**config.mk**
```make
export PLATFORM = sky130hd
export DESIGN_NAME = hsfsm_transition_logger
export DESIGN_NICKNAME = d
export VERILOG_FILES = /design/src/rtl/hsfsm_pkg.sv /design/src/rtl/hsfsm_fwft_fifo.sv /design/src/rtl/hsfsm_transition_logger.sv
export SDC_FILE = /design/constraint.sdc
export NUM_CORES = 1
export LEC_CHECK = 0
export CAP_MARGIN = 20
export CORE_UTILIZATION = 29
export CTS_CLUSTER_DIAMETER = 60
export CTS_CLUSTER_SIZE = 28
export DETAILED_ROUTE_END_ITERATION = 10
export PLACE_DENSITY = 0.56
export SLEW_MARGIN = 25
export SYNTH_ARGS = -nofsm -noshare
export SYNTH_HDL_FRONTEND = slang
export SYNTH_SLANG_ARGS = --single-unit
```
**constraint.sdc**
```tcl
create_clock -name sysclk -period 4.3 [get_ports sysclk]
set_clock_uncertainty 0.15 [all_clocks]
set_input_delay 0.645 -clock sysclk [delete_from_list [all_inputs] [get_ports sysclk]]
set_output_delay 0.645 -clock sysclk [all_outputs]
set_load 0.01 [all_outputs]
```
**src/rtl/hsfsm_pkg.sv**
```systemverilog
// Shared definitions for the hierarchical-state-machine transition logger:
// substate codes, master state encoding and the packed transition record.
package hsfsm_pkg;

    localparam logic [1:0] SUB_IDLE     = 2'b00;
    localparam logic [1:0] SUB_THINKING = 2'b01;
    localparam logic [1:0] SUB_RUNNING  = 2'b10;
    localparam logic [1:0] SUB_ILLEGAL  = 2'b11;

    typedef enum logic {
        MST_UNPRIMED = 1'b0,
        MST_PRIMED   = 1'b1
    } hsfsm_mst_e;

    localparam int XREC_TS_W    = 8;
    localparam int XREC_DWELL_W = 8;

    typedef struct packed {
        logic                    chg1;
        logic                    chg2;
        logic [1:0]              s1_old;
        logic [1:0]              s1_new;
        logic [1:0]              s2_old;
        logic [1:0]              s2_new;
        logic [XREC_TS_W-1:0]    timestamp;
        logic [XREC_DWELL_W-1:0] dwell;
    } hsfsm_xrec_t;

    function automatic logic is_illegal(input logic [1:0] code);
        return code == SUB_ILLEGAL;
    endfunction

endpackage

```
**src/rtl/hsfsm_fwft_fifo.sv**
```systemverilog
// First-word-fall-through FIFO: the head entry is always visible on rdata_o.
// A push while full is accepted only if a pop frees the head slot in the same cycle.
module hsfsm_fwft_fifo #(
    parameter  int DEPTH  = 8,
    parameter  int WIDTH  = 26,
    localparam int PTR_W  = $clog2(DEPTH),
    localparam int FILL_W = PTR_W + 1
) (
    input  logic              clk_i,
    input  logic              rst_i,
    input  logic              push_i,
    input  logic [WIDTH-1:0]  wdata_i,
    input  logic              pop_i,
    output logic [WIDTH-1:0]  rdata_o,
    output logic              full_o,
    output logic              empty_o,
    output logic [FILL_W-1:0] fill_o
);

    logic [WIDTH-1:0]  mem_q [DEPTH];
    logic [PTR_W-1:0]  wr_ptr_q;
    logic [PTR_W-1:0]  rd_ptr_q;
    logic [FILL_W-1:0] fill_q;
    logic              do_push;
    logic              do_pop;

    assign full_o  = (fill_q == FILL_W'(DEPTH));
    assign empty_o = (fill_q == '0);
    assign do_pop  = pop_i && !empty_o;
    assign do_push = push_i && (!full_o || do_pop);
    assign rdata_o = mem_q[rd_ptr_q];
    assign fill_o  = fill_q;

    // NOTE: sequential state uses non-blocking assignments so every register
    // samples pre-edge values, independent of statement order.
    always_ff @(posedge clk_i) begin
        if (rst_i) begin
            wr_ptr_q <= '0;
            rd_ptr_q <= '0;
            fill_q   <= '0;
        end else begin
            if (do_push) wr_ptr_q <= wr_ptr_q + PTR_W'(1);
            if (do_pop)  rd_ptr_q <= rd_ptr_q + PTR_W'(1);
            case ({do_push, do_pop})
                2'b10:   fill_q <= fill_q + FILL_W'(1);
                2'b01:   fill_q <= fill_q - FILL_W'(1);
                default: fill_q <= fill_q;
            endcase
        end
    end

    // NOTE: the storage array is deliberately not reset; occupancy is tracked by
    // fill_q, so stale contents are never observable and the array maps to RAM.
    always_ff @(posedge clk_i) begin
        if (do_push) mem_q[wr_ptr_q] <= wdata_i;
    end

endmodule

```
**src/rtl/hsfsm_transition_logger.sv**
```systemverilog
// Detects substate changes on two channels and queues timestamped transition
// records with dwell time; tracks overflow drops and illegal substate codes.
module hsfsm_transition_logger
    import hsfsm_pkg::*;
#(
    parameter  int DEPTH   = 8,
    parameter  int TS_W    = 8,
    parameter  int DWELL_W = 8,
    localparam int REC_W   = 2 + 8 + TS_W + DWELL_W,
    localparam int FILL_W  = $clog2(DEPTH) + 1
) (
    input  logic              sysclk,
    input  logic              sysrst,
    input  logic [1:0]        sus1_i,
    input  logic [1:0]        sus2_i,
    input  logic [TS_W-1:0]   event_ctr_i,
    input  logic              rd_ready,
    output logic              rd_valid,
    output logic [REC_W-1:0]  rd_data,
    output logic [FILL_W-1:0] fill,
    output logic [7:0]        drop_cnt,
    output logic              overflow,
    output logic              illegal
);

    localparam logic [DWELL_W-1:0] DWELL_MAX = '1;

    hsfsm_mst_e         state_q, state_d;
    logic [1:0]         s1_q, s1_d;
    logic [1:0]         s2_q, s2_d;
    logic [DWELL_W-1:0] dwell_q, dwell_d;
    logic [7:0]         drop_q, drop_d;
    logic               ovf_q, ovf_d;
    logic               ill_q, ill_d;

    logic               chg1;
    logic               chg2;
    logic               push;
    logic [REC_W-1:0]   rec;
    logic               fifo_full;
    logic               fifo_empty;
    logic               pop;

    assign rd_valid = !fifo_empty;
    assign pop      = rd_valid && rd_ready;

    // NOTE: every signal written here gets a default first, so no path leaves
    // a value unassigned and no latch is inferred.
    always_comb begin
        state_d = state_q;
        s1_d    = s1_q;
        s2_d    = s2_q;
        dwell_d = dwell_q;
        drop_d  = drop_q;
        ovf_d   = ovf_q;
        ill_d   = ill_q;
        chg1    = 1'b0;
        chg2    = 1'b0;
        push    = 1'b0;
        rec     = '0;

        case (state_q)
            MST_UNPRIMED: begin
                state_d = MST_PRIMED;
                s1_d    = sus1_i;
                s2_d    = sus2_i;
                dwell_d = '0;
            end
            MST_PRIMED: begin
                chg1 = (sus1_i != s1_q);
                chg2 = (sus2_i != s2_q);
                rec  = {chg1, chg2, s1_q, sus1_i, s2_q, sus2_i, event_ctr_i, dwell_q};
                if (chg1 || chg2) begin
                    push    = 1'b1;
                    dwell_d = '0;
                    // A full FIFO still takes the record when the head leaves this cycle.
                    if (fifo_full && !pop) begin
                        if (drop_q != 8'hFF) drop_d = drop_q + 8'd1;
                        ovf_d = 1'b1;
                    end
                end else if (dwell_q != DWELL_MAX) begin
                    dwell_d = dwell_q + DWELL_W'(1);
                end
                if (is_illegal(sus1_i) || is_illegal(sus2_i)) ill_d = 1'b1;
                s1_d = sus1_i;
                s2_d = sus2_i;
            end
            default: state_d = MST_UNPRIMED;
        endcase
    end

    always_ff @(posedge sysclk) begin
        if (sysrst) begin
            state_q <= MST_UNPRIMED;
            s1_q    <= SUB_IDLE;
            s2_q    <= SUB_IDLE;
            dwell_q <= '0;
            drop_q  <= '0;
            ovf_q   <= 1'b0;
            ill_q   <= 1'b0;
        end else begin
            state_q <= state_d;
            s1_q    <= s1_d;
            s2_q    <= s2_d;
            dwell_q <= dwell_d;
            drop_q  <= drop_d;
            ovf_q   <= ovf_d;
            ill_q   <= ill_d;
        end
    end

    hsfsm_fwft_fifo #(
        .DEPTH (DEPTH),
        .WIDTH (REC_W)
    ) u_fifo (
        .clk_i   (sysclk),
        .rst_i   (sysrst),
        .push_i  (push),
        .wdata_i (rec),
        .pop_i   (rd_ready),
        .rdata_o (rd_data),
        .full_o  (fifo_full),
        .empty_o (fifo_empty),
        .fill_o  (fill)
    );

    assign drop_cnt = drop_q;
    assign overflow = ovf_q;
    assign illegal  = ill_q;

endmodule

```
run_1/detail.png
Region (72, 72) to (112, 112) um. Cells in gray, sequential cells in the stronger gray; small squares are vias.
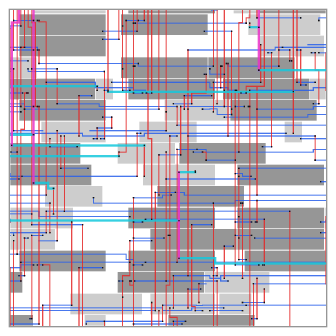
Red is metal 2. Blue is metal 1. Magenta is metal 4. Cyan is metal 3.
Most frequent: edfxtp_1 (24), mux4_2 (6), clkbuf_16 (4). Sequential cells in the window: 24. 42 logic cells have their middle in the window. Netlist names of flops here include u_fifo.mem_q (24).

run_1/metal_density.png
The bar under the picture is 50 um long. 37 x 37 tiles, from white (low) to dark blue (high), scaled to the fullest tile. Values are wire area over tile area, all layers added.
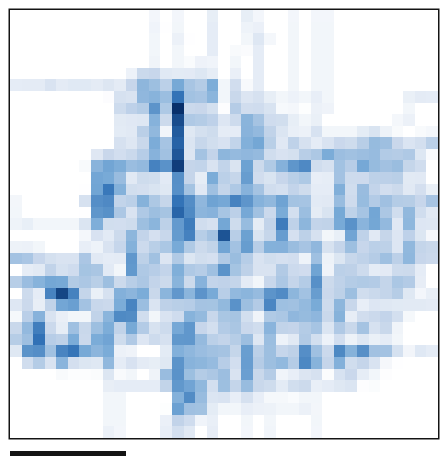
7.6% of the tiles are over half the peak. 32% of the tiles are nearly empty. The mean over all tiles is 0.090. The densest ninth of the die: center. The fullest tile reaches 0.48.
Vias: 4901
final wirelength: 19700 um

==> Slide: Implementation Results, run 1 <==
Flow Results at a Glance

Timing
  – Highest clock rate: ~270 MHz
  – Final period util: 85.1%
  – Final Hold Viols: 0
  – Setup TNS: 0 ns
  – Final Slew Violations: 0
  – Count of final setup violators: 0
  – Worst slew pin tran: a little under 1 ns
  – Final setup margin: roughly 0.64 ns
  – Unrepaired setup endpoints after global routing: false
  – Final hold slack: ~0.38 ns
  – Tmin final: ~3.7 ns
  – Slew HR: approximately a third

Yosys
  – Main logic family: multiplexers
  – Xor/xnor share: 0.999%
  – Avg Synthesized Cell Area: approximately 18 um^2
  – EDFF count, synth: approximately 210
  – Yosys stat cell total: between 500 and 600
  – Synth area leader: edfxtp_1
  – Aoi share: between 2 and 3%
  – Synth Warn #: 0
  – Top area contributor share: 64.8%
  – Post-Synth Adder-Cell Area: 0.908%
  – Ys flop type: edfxtp_1
  – Post-Synth Simple-Gate Area: approximately 6.3%
  – Syn Inst Count: approximately 520
  – Ys flops: ~240
  – Area contributors post-synth: edfxtp_1, mux4_2, dfxtp_1
  – MUX area fraction: around 16%
  – Yosys chip area: ~9600 um^2
  – Synth Seq Share: 72.2%
  – Cell Type Count: around 43
  – Synthesized area: 9650 um^2
  – Fraction of registers with async set/reset: 0%
  – Syn_nets: 544

Power and ir drop
  – Pwr/cell area: approximately 480 nW/um^2
  – P_int: approximately 4.2 mW
  – Static leakage: between 3 and 4 nW
  – Reg power frac: between 40% and 50%
  – Comb. pwr: roughly 0.95 mW
  – Seq. pwr: 2.71 mW
  – Gate power share: 16.9%
  – Total power: approximately 5.6 mW
  – Psw: ~1.4 mW
  – Net Sw Frac: between 20% and 30%
  – VDD IR max: roughly 220 uV
  – Top power group: registers

Final layout
  – # diodes: 0
  – Comb gates: 249
  – Seq area share: around three fifths
  – Fillers: about 3000
  – Core Util, Final: between 30% and 40%
  – Logic inverters: 4
  – Most numerous logic cell after layout: edfxtp_1
  – Non-filler instance count after layout: approximately 1100
  – Seq. cell area: 6970 um^2
  – Layout cell share with drive strength beyond 1: a little under a quarter
  – Clock buffers: 26
  – Most common logic cells in the final layout: edfxtp_1, clkdlybuf4s50_1, mux4_2
  – Final instance area: about 12000 um^2
  – Top class by area: flip-flops and latches
  – Layout area overhead: 19.8%
  – Flops: roughly 240
  – Logic area: 2570 um^2
  – Final clock-cell share: between 6 and 7%
  – Final net count: between 600 and 700
  – Buffers, non-clock: about 71
  – Max reg flops: between 200 and 250
  – Data buffer area share: ~6.2%
  – Logic share of the area: 22.3%
  – Largest reg by FF count: u_fifo.mem_q

Floorplan
  – Die span in y: 184 um
  – Chip Area: 34000 um^2
  – Die X: between 150 and 200 um
  – TAP cells: 442
  – Initial Util: 29.6%
  – Ports: 56
  – Core area: between 30000 and 40000 um^2
  – Placement Rows: 66

Clock network
  – CTS Buffer Depth: 3
  – CTS tree: yes
  – # hold bufs at CTS: 0
  – CTS clk-pin slew, worst paths: 0.07 ns
  – CTS Sinks: around 240
  – PostCTS Resize Cnt: 0
  – Inserted Clock Buffers: 23
  – H-tree depth: 1
  – Postcts setup bufs: 0
  – Root buf cell: clkbuf_16

Place
  – Place WS: just under 0.8 ns
  – GP Congestion: between 0.7 and 0.8
  – Detailed Place HPWL: between 10000 and 15000 um
  – Placement Cell Area: 10800 um^2
  – Number of port buffers: between 50 and 60
  – Placed cell count: around 1000

Drt
  – # DRC: 0
  – WL/cell: 18.7 um
  – Antenna-violating nets left: 0
  – Drt pass-1 iters: 4
  – Post-DR vias/cell: 4.66
  – First DRT Iteration DRCs: 416

Global route
  – Largest net degree at the start of global routing: around 53
  – Overflow after GRT: 0
  – Global-route usage over all layers: 11.8%
  – Initial antenna violation count: 1
  – First-pass GRT wire length: 30400 um
  – Vias in the first global route: 5172

Critical path
  – CP Launch Type: flop
  – FF-to-FF path depth: 10
  – Capture point of the critical path: rd_data[11]
  – RR Endpoint: u_fifo.fill_o[2]
  – Reg2Reg Setup Slack: ~1.5 ns
  – Worst Setup End Kind: primary output
  – Worst Path Required: between 3 and 4 ns
  – Reg2reg start: u_fifo.fill_o[0]
  – Worst-path maximum fanout: 26
  – Arr. time, crit path: 2.87 ns
  – Worst setup path class: reg2out

Run
  – Max Cap Viol: 0
  – Tool Warnings: 27

Worst hold path
  – Hold WC Path Type: reg2reg
  – Endpoint, Worst Hold: overflow
  – Min-Delay Startpoint: overflow
  – Worst hold stages: 1

Outcome
  – Status: finished clean
run_1/clk_routes.png
The bar under the picture is 50 um long.
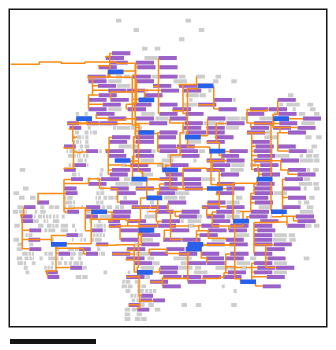
Blue is clock drivers, count 23. Purple is flip-flops, count 244. Orange is clock wires, length 2730 um.
There are 24 routed clock nets.
clock power share: 34.6%
Clk power: 1.93 mW
clk_lat worst skew: 0.50 ns

[run 1: worst max-delay path, cell delays in order (launching register included)]
cell             delay, ns
dfxtp_2               0.83
buf_4                 0.35
mux4_2                0.35
mux2_2                0.32
clkdlybuf4s50_1       0.48
[run 1: routing by layer]
metal | share of wire (%) | wire, um | GRT usage (%)
met1 | 44 | 8740 | 15.8
met2 | 49 | 9710 | 20.2
met3 | 4.7 | 918 | 1.78
met4 | 1.6 | 313 | 2.60
met5 | 0 | 0 | 0
[run 1: cells in the mapped netlist, types with 6 or more instances]
cell type and instances:
a21oi_1 15, and2_1 25, clkbuf_1 17, dfxtp_1 36, edfxtp_1 208, ha_1 7, mux2_2 27, mux4_2 52
nand2_1 6, nand3_1 12, nor2_1 27, nor2b_1 7, nor3_1 6, o21ai_0 7, xor2_1 7
## Run 2: what changed since run 1
--- a/config.mk
+++ b/config.mk
@@ -10,7 +10,9 @@
 export CTS_CLUSTER_DIAMETER = 60
 export CTS_CLUSTER_SIZE = 28
 export DETAILED_ROUTE_END_ITERATION = 10
+export GPL_TIMING_DRIVEN = 0
 export PLACE_DENSITY = 0.56
+export SKIP_CTS_REPAIR_TIMING = 1
 export SLEW_MARGIN = 25
 export SYNTH_ARGS = -nofsm -noshare
 export SYNTH_HDL_FRONTEND = slang
==> Slide: Implementation Results, run 2 <==
Flow Results at a Glance

Drt
  – Final wirelength: approximately 21000 um
  – Antenna-violating nets left: 0
  – First DRT Iteration DRCs: approximately 430
  – Met3 WL: between 1000 and 1500 um

Timing
  – Final period util: approximately nine tenths
  – Highest clock rate: around 250 MHz
  – Tmin final: around 3.9 ns
  – Slew HR: a little over a third
  – Final Slew Violations: 0
  – Unrepaired setup endpoints after global routing: false
  – Final setup margin: around 0.37 ns
  – Final Hold Viols: 0

Yosys
  – Synth Seq Share: between 70% and 80%
  – Yosys chip area: 9650 um^2
  – Post-Synth Simple-Gate Area: between 6 and 7%
  – Xor/xnor share: less than 1%
  – Top area contributor share: 64.8%
  – Post-Synth Adder-Cell Area: 0.908%
  – Main logic family: multiplexers
  – Top-count cell post-synth: edfxtp_1
  – Area contributors post-synth: edfxtp_1, mux4_2, dfxtp_1
  – Most frequent cells after synthesis: edfxtp_1, mux4_2, dfxtp_1, mux2_2, nor2_1
  – Ys flop type: edfxtp_1
  – Aoi share: 2.53%
  – Synth area leader: edfxtp_1
  – Yosys stat cell total: ~520

Power and ir drop
  – Comb. pwr: 1.01 mW
  – Total power: between 5 and 6 mW
  – P_int: between 4 and 5 mW
  – Pwr/cell area: about 470 nW/um^2
  – Top power group: registers
  – Static leakage: about 3.8 nW
  – Seq. pwr: 2.69 mW

Final layout
  – # diodes: 0
  – Final instance area: ~12000 um^2
  – Core Util, Final: between 30% and 40%
  – Layout cell share with drive strength beyond 1: between 20% and 30%
  – Most numerous logic cell after layout: edfxtp_1
  – Most common logic cells in the final layout: edfxtp_1, clkdlybuf4s50_1, mux4_2
  – Logic area: 2600 um^2
  – Seq. cell area: about 7000 um^2
  – Non-filler instance count after layout: roughly 1100

Worst hold path
  – Endpoint, Worst Hold: s1_q[1]
  – Worst hold stages: 2
  – Min-Delay Startpoint: sysrst

Critical path
  – Max stage delay cell, worst path: clkbuf_1
  – Capture point of the critical path: rd_data[7]
  – Reg2Reg Setup Slack: around 1 ns
  – Reg2reg start: state_q
  – CP delay by family, top: buffers and inverters
  – Stages on worst setup path: 5
  – Worst-path maximum fanout: 10
  – RR Endpoint: u_fifo.mem_q[1][6]
  – Arr. time, crit path: roughly 3.1 ns
  – Worst path cell trace: clkbuf_1 > clkbuf_1 > mux4_2 > mux2_2 > clkdlybuf4s50_1
  – Worst Path Required: 3.50 ns

Global route
  – GRT busiest layer: met2
  – Vias in the first global route: between 5000 and 6000
  – First-pass GRT wire length: ~32000 um
  – Initial antenna violation count: 0

Place
  – Number of port buffers: roughly 54
  – Place WS: ~0.30 ns
  – Placement Cell Area: roughly 11000 um^2

Floorplan
  – Placement Rows: about 66
  – Chip Area: approximately 34000 um^2
  – Ports: between 50 and 60
  – Die X: about 180 um
  – Initial Util: slightly below 30%

Outcome
  – Status: finished clean

Clock network
  – Root buf cell: clkbuf_16
  – Clk_lat worst skew: ~0.50 ns
==> run 2: cell types whose count changed in the layout (fill, tap and decap cells not counted), moves of 5 or more <==
cell / delta
clkbuf_1: +15
buf_16: +6
nor2_2: -6
nor2_4: +6
buf_2: +5
buf_4: -5
inv_12: +5
==> run 2: cell type report <==
class / count / area share, %
plain buffers: 25 / 0.987
multi-input cells: 249 / 22.3
well taps: 442 / 4.74
inverters: 4 / 0.129
clock inverters: 14 / 1.33
clock buffers: 20 / 4.11
repair buffers: 68 / 6.60
flip-flops and latches: 244 / 59.8
run_2/clocks.png
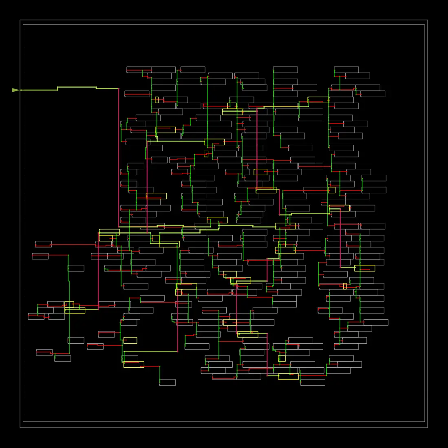
Clk power: 1.81 mW
CTS Sinks: 244
Flops: 244
clock buffers: 20

run_2/clk_routes.png
The bar under the picture is 50 um long.
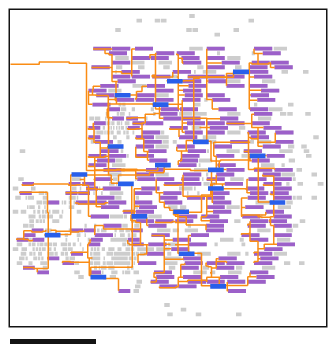
Orange is clock wires, length 2760 um. Purple is flip-flops, count 244. Blue is clock drivers, count 19.
There are 20 routed clock nets.
clock power share: 32.9%

## Run 3: what changed since run 2
--- a/config.mk
+++ b/config.mk
@@ -5,7 +5,6 @@
 export SDC_FILE = /design/constraint.sdc
 export NUM_CORES = 1
 export LEC_CHECK = 0
-export CAP_MARGIN = 20
 export CORE_UTILIZATION = 29
 export CTS_CLUSTER_DIAMETER = 60
 export CTS_CLUSTER_SIZE = 28
==> Slide: Implementation Results, run 3 <==
Flow Results at a Glance

Outcome
  – Status: finished clean

Clock network
  – Inserted Clock Buffers: 20
  – CTS Buffer Depth: 3
  – Clk_lat worst skew: ~0.50 ns
  – H-tree depth: 1
  – CTS tree: yes

Timing
  – Final setup margin: between 0.4 and 0.5 ns
  – Unrepaired setup endpoints after global routing: false
  – Highest clock rate: between 200 and 300 MHz
  – Final Slew Violations: 0
  – Final hold slack: ~0.36 ns
  – Slew HR: 38.1%
  – Worst slew pin tran: 0.928 ns
  – Tmin final: 3.89 ns
  – Final Hold Viols: 0
  – Count of final setup violators: 0

Power and ir drop
  – Clock power share: approximately a third
  – Total power: about 5.6 mW
  – Top power group: registers
  – VDD IR max: around 250 uV
  – Comb. pwr: about 1.0 mW
  – Pwr/cell area: around 480 nW/um^2
  – Reg power frac: between 40 and 50%
  – P_int: about 4.2 mW
  – Seq. pwr: about 2.7 mW

Drt
  – WL/cell: slightly below 20 um
  – Drt pass-1 iters: 4
  – # DRC: 0
  – Antenna-violating nets left: 0
  – First DRT Iteration DRCs: 432
  – Post-DR vias/cell: between 4 and 5

Global route
  – Global-route usage over all layers: between 10 and 15%
  – Met1 usage: between 15 and 20%
  – Largest net degree at the start of global routing: 24
  – First-pass GRT wire length: 31900 um
  – Met2 usage: ~22%
  – GRT busiest layer: met2
  – Initial antenna violation count: 0
  – Vias in the first global route: roughly 5400

Yosys
  – Synthesized area: about 9600 um^2
  – Synth area leader: edfxtp_1
  – Most frequent cells after synthesis: edfxtp_1, mux4_2, dfxtp_1, mux2_2, nor2_1
  – Top area contributor share: 64.8%
  – Top-count cell post-synth: edfxtp_1
  – EDFF count, synth: ~210
  – Ys flops: 244
  – Post-Synth Adder-Cell Area: less than 1%
  – Cell Type Count: around 43
  – MUX area fraction: approximately 16%
  – Main logic family: multiplexers
  – Syn_nets: approximately 540
  – Post-Synth Simple-Gate Area: between 6 and 7%

Critical path
  – CP Launch Type: flop
  – CP delay by family, top: buffers and inverters
  – Stages on worst setup path: 5
  – WP buf/inv: 3
  – RR Endpoint: u_fifo.mem_q[1][6]
  – FF-to-FF path depth: 7
  – Max incr delay on CP: around 0.74 ns
  – Most frequent CP cell: clkbuf_1
  – Worst Setup End Kind: primary output
  – Reg2reg start: state_q
  – Max stage delay cell, worst path: clkbuf_1
  – Worst setup path class: reg2out
  – Reg2Reg Setup Slack: between 1 and 1.5 ns

Floorplan
  – Initial Util: around 30%
  – Chip Area: about 34000 um^2
  – Die X: approximately 180 um
  – Placement Rows: 66
  – Die span in y: between 150 and 200 um
  – Ports: 56
  – Core area: approximately 33000 um^2

Final layout
  – Top class by area: flip-flops and latches
  – Seq. cell area: between 6000 and 7000 um^2
  – Seq area share: 59.4%
  – Buffers, non-clock: 93
  – Most numerous logic cell after layout: edfxtp_1
  – Final clock-cell share: 6.07%
  – # diodes: 0
  – Final net count: approximately 630
  – Most common logic cells in the final layout: edfxtp_1, clkdlybuf4s50_1, mux4_2
  – Largest reg by FF count: u_fifo.mem_q
  – Layout area overhead: 21.7%
  – Logic area: roughly 2600 um^2

Place
  – Detailed Place HPWL: 13900 um
  – Place WS: between 0.3 and 0.4 ns

Worst hold path
  – Hold WC Path Type: in2reg
  – Worst hold stages: 2
  – Endpoint, Worst Hold: s1_q[1]

Run
  – Tool Warnings: 27
  – Max Cap Viol: 0
-- run 3: cell counts after synthesis --
Identical to the previous run, type by type.
-- run 3: cells by family after synthesis --
group / Yosys count
DFF: 244
muxes: 83
xor gates and xnor gates: 11
AOI/OAI and AO/OA: 39
buffers and inverters: 29
adders and majority gates: 7
and+or+nand+nor: 109
-- run 3: layer usage --
metal / wire (um) / up-vias
met1: 9340 / 2626
met2: 10100 / 122
met4: 495 / 0
li1: - / 2275
met3: 905 / 33
met5: 0 / -
-- run 3: per-stage QoR --
stage	std cells	area, um^2	util, %	setup TNS [ns]
after floorplan	522	9650	-	0
after global placement	1018	10700	32.9	-252.14
after detailed placement	1032	11000	33.8	0
after CTS	1068	11700	36.0	0
after global routing	1068	11700	36.0	0
final	1068	11700	36.0	0
run_3/detail.png
Region (72, 72) to (112, 112) um. Cells in gray, sequential cells in the stronger gray; small squares are vias.
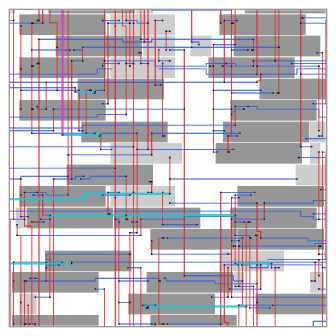
Cyan is metal 3. Blue is metal 1. Magenta is metal 4. Red is metal 2.
Sequential cells in the window: 28. 40 logic cells have their middle in the window. Most frequent: edfxtp_1 (28), mux4_2 (4), clkbuf_1 (3). Netlist names of flops here include u_fifo.mem_q (28).

run_3/layer_met3.png
Cells faint in the background.
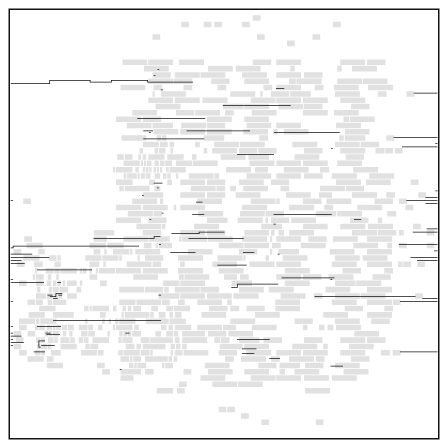
65 nets have wire on it. The longest straight run is 54.1 um. The layer carries 906 um of wire. The wires run mostly horizontal. The layer holds 4.3% of the routed length.
routing usage on met3: 2.11%
Vias: 5056
final wirelength: 20900 um

No activity file was given, so power comes from the tool's default toggle rates.
